==> config.mk <==
export PLATFORM = sky130hd
export DESIGN_NAME = ahb_region_decoder
export DESIGN_NICKNAME = d
export VERILOG_FILES = /design/src/rtl/ahb_region_pkg.sv /design/src/rtl/ahb_region_decoder_default_slave.sv /design/src/rtl/ahb_region_decoder.sv
export SDC_FILE = /design/constraint.sdc
export NUM_CORES = 1
export LEC_CHECK = 0
export CAP_MARGIN = 40
export CORE_AREA = 2 2 155 157
export DETAILED_ROUTE_END_ITERATION = 10
export DIE_AREA = 0 0 157 159
export PLACE_DENSITY = 0.49
export SYNTH_ARGS = -nofsm -noshare
export SYNTH_HDL_FRONTEND = slang
export SYNTH_SLANG_ARGS = --single-unit
==> constraint.sdc <==
create_clock -name HCLK -period 2.96 [get_ports HCLK]
set_input_delay 0.592 -clock HCLK [delete_from_list [all_inputs] [get_ports HCLK]]
set_output_delay 0.592 -clock HCLK [all_outputs]
set_load 0.005 [all_outputs]
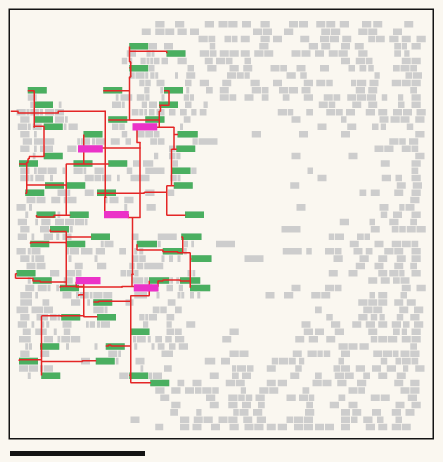
clk_routes.png
Bar = 50 um.
[green] flip-flops | count: 53
[magenta] clock drivers | count: 5
[red] clock wires | length: 800 um
routed clock nets	6
proportion of power drawn by the clock network: 0.287
Clock Skew: 0.00676 ns
clk ins delay skew pair: 0.29 ns
reported clock group power: 595 uW

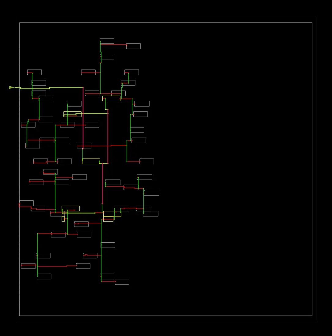
clocks.png
CTS buffer count: 5
clock buf count: 7
TritonCTS sink count: 53

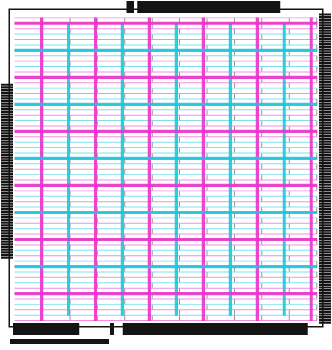
power_grid.png
Bar = 50 um. Pins as bars on the die edge. Tap cells in grey.
colour	net
cyan	VDD
magenta	VSS
rows	56
met1 rails	57
tap cells	319
met4 straps	11
Die Wd: 157 um
vertical extent of the die: 159 um
worst vdd ir: 0.000264 V

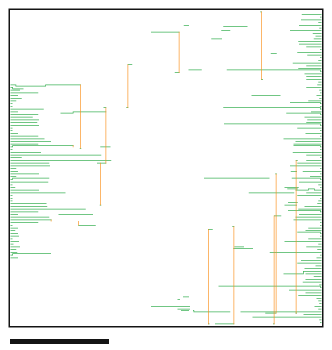
wires.png
Bar = 50 um. Only two layers are drawn.
colour	layer	wire length
green	metal 3	2060 um
orange	metal 4	458 um
mean routed wirelength per cell: 20.3 um
total via count after detailed routing: 5217

==> deck_impl_summary.md <==
Flow Results at a Glance

Drt
  – M1 wire length: ~9000 um
  – DRT iter0 DRCs: 314
  – Final wirelength: ~23000 um
  – Uppermost metal layer occupied by signal nets: met5
  – Antenna violation net count after detailed routing: 0
  – Total DRC errors in the routed layout: 0
  – Detail-routed via count per cell: ~4.6
  – Met2 routed WL: ~12000 um
  – Number of optimization iterations in the first detailed-route pass: 7
  – Amount of wire on met3 after detailed routing: roughly 2100 um

Finish
  – Multi-input combinational cell count: 333
  – Flop share of the area: 0.133
  – Most instantiated logic cells after routing: 350 x sky130_fd_sc_hd__clkdlybuf4s50_1, 85 x sky130_fd_sc_hd__nand2_1, 71 x sky130_fd_sc_hd__a22oi_1, 45 x sky130_fd_sc_hd__dfxtp_1, 38 x sky130_fd_sc_hd__buf_4
  – Multi-input logic portion of the cell area: 0.284
  – Invs w/o clock: 6
  – Cell class with the largest area share: buffers
  – Count of antenna diodes in the layout: 7
  – Register area: about 1100 sq um
  – Layout Cell Area excl Fill: 8040 sq um
  – Util after Layout: 0.347
  – Most common logic cell in the routed design: sky130_fd_sc_hd__clkdlybuf4s50_1
  – Total of plain and repair buffers excluding clock buffers: a little over 400
  – Fin nets: roughly 1100
  – Filler cells: 2467
  – Number of flip-flops in the largest register: 32
  – Number of sequential cells in the layout: 53
  – Non-clock buffer contribution to total cell area: 0.511
  – Synthesis-to-layout area growth: 126%
  – Count of non-filler cells in the finished layout: approximately 1100
  – Comb area: around 2300 sq um
  – Layout cell share with drive strength beyond 1: 0.0951
  – ClkCell Share: 0.0177

Yosys
  – Net count after synthesis: 755
  – Area fraction in full adders, half adders and majority gates: 0.00351
  – Mapped Avg Cell Area: 8.15 sq um
  – Area fraction in mux cells: 0.102
  – Yosys chip area: 3560 sq um
  – Leading post-synthesis cells by instance count: 85 x sky130_fd_sc_hd__nand2_1, 71 x sky130_fd_sc_hd__a22oi_1, 53 x sky130_fd_sc_hd__dfxtp_1, 35 x sky130_fd_sc_hd__a31oi_1, 35 x sky130_fd_sc_hd__mux2i_1
  – Top cell type's share of synthesized area: 0.298
  – Dominant flop cell: sky130_fd_sc_hd__dfxtp_1
  – Count leader, synth: sky130_fd_sc_hd__nand2_1
  – Count of synthesis-stage warnings from yosys: 0
  – Most area-hungry cell type in the Yosys netlist: sky130_fd_sc_hd__dfxtp_1
  – Basic-gate share of the synthesized area counting and, or, nand and nor cells: 0.168
  – Share of the synthesized netlist area taken by xor and xnor gates: 0
  – Proportion of synthesized chip area in sequential cells: 0.298
  – Dominant combinational cell family by area after synthesis: AND-OR/OR-AND gates
  – Post-Synthesis Cell Area: roughly 3600 sq um
  – Flip-flops with a built-in enable: 0
  – Fraction of synthesis flops using an asynchronous set or reset pin: 0
  – Number of synthesized register bits: about 53
  – Cells in synth_stat.txt: approximately 440
  – Compound-gate portion of the synthesized area: 0.356
  – Count of cell types in the netlist: 45
  – Largest cells by area after synthesis: sky130_fd_sc_hd__dfxtp_1 30%, sky130_fd_sc_hd__a22oi_1 15%, sky130_fd_sc_hd__mux2i_1 9.8%
  – Number of cells produced by synthesis: approximately 440

Placement
  – Placed wire-length estimate: approximately 18000 um
  – RePlAce Congestion: about 0.82
  – Setup WS pre-CTS: -0.294 ns
  – Count of buffers inserted at the top-level ports: 364
  – Area post-placement: approximately 7800 sq um
  – Total placed cells including tap cells: roughly 1100

Worst setup path
  – Peak per-stage delay on the critical path: approximately 0.27 ns
  – Data required time of the worst path: approximately 2.4 ns
  – Crit path arrival time: about 2.2 ns
  – Largest fanout of any net on the critical path: 3
  – CP cell instances: dlygate4sd2_1 > nor4_2 > buf_4 > nand4_1 > buf_6 > buf_4 > buf_4 > o22ai_4 > inv_2 > dlygate4sd2_1
  – CP top delay family: buffers and inverters
  – Crit path buffers/inverters: 7
  – Cell at the slowest stage of the critical path: sky130_fd_sc_hd__nor4_2
  – Type of element launching the critical path: input pin
  – Depth of the worst register-to-register path: 7
  – Top cell by count, worst path: sky130_fd_sc_hd__buf_4
  – Critical path depth: 10
  – Register-to-register setup slack: ~0.63 ns
  – Category of the most critical setup path: input pin to output port
  – Type of element capturing the critical path: output port

CTS
  – Number of H-tree levels: 2
  – Number of gates resized after cts: 15
  – Number of buffers on the longest clock path: 2
  – Root Buffer Master: sky130_fd_sc_hd__clkbuf_16
  – Clock transition time at the flip-flop clock pins of the worst setup and hold paths: 0.06 ns
  – Clock tree from TritonCTS: yes
  – Buffers inserted by post-CTS timing repair: 2
  – Number of buffers inserted for hold repair after clock tree synthesis: 0

Worst hold path
  – HP Class: flip-flop to flip-flop
  – Number of cells on the worst hold path: 2

Final timing
  – Crit share post-route: 0.957
  – Minimum period implied by the final worst setup slack: around 2.8 ns
  – Final Max Slew Viols: 0
  – Worst slew slack as a fraction of its limit: 0.663
  – Total negative setup slack: 0 ns
  – Achievable frequency: 353 MHz
  – Final hold viol count: 0
  – # setup viols final: 0
  – Tightest Pin Transition: slightly above 0.5 ns
  – PnR worst setup slack: 0.126 ns
  – Worst Hold Slack: between 0.4 and 0.5 ns

Power
  – LEAKAGE: approximately 0.0029 uW
  – Portion of total power attributed to sequential cells: 0.367
  – Tot Pwr: roughly 2100 uW
  – Power density cells: approximately 260 nW/um^2
  – Total internal power: between 1500 and 2000 uW
  – Power share of the combinational group: 0.346
  – Share of total power consumed by net switching: 0.246
  – Net switching power of the design: just over 500 uW

Global route
  – Initial antenna violation count: 10
  – Maximum number of pins on one net before global-route repair: 40
  – GRT Resource Usage Total: 0.173
  – Wire length of the first global-routing pass: about 33000 um
  – Vias in the first global route: between 5000 and 6000
  – Final global-route overflow total: 0

Die
  – Initial Util: 0.153
  – Core area: approximately 23000 sq um
  – Number of well taps: around 320
  – Number of top-level design ports: approximately 400
  – Chip area: between 20000 and 25000 sq um
  – Count of standard-cell rows: about 56

Job
  – Max-cap violations: 0
  – Log Warnings: ~63

Outcome
  – Outcome: completed
## worst reg2reg max path: cells and delay by family, from the launching register on
family | cells | cell delay, ns
AOI/OAI and AO/OA | 2 | 0.39
buffers and inverters | 2 | 0.39
DFF | 1 | 0.55
muxes | 1 | 0.16
and+or+nand+nor | 2 | 0.74
## power groups by stage
stage	logic (uW)	clock network [uW]	registers, uW
floorplan	183	0	770
global route	768	644	763
detailed placement	718	0	776
CTS	723	620	760
finish	716	595	760
global placement	718	0	776
## layer usage
layer  GRT usage  vias to the layer above
met2       0.309                      249
met5           0                        -
met1       0.192                     2441
met4      0.0646                        4
li1            -                     2496
met3      0.0504                       27
Power and IR drop assume default switching activity.
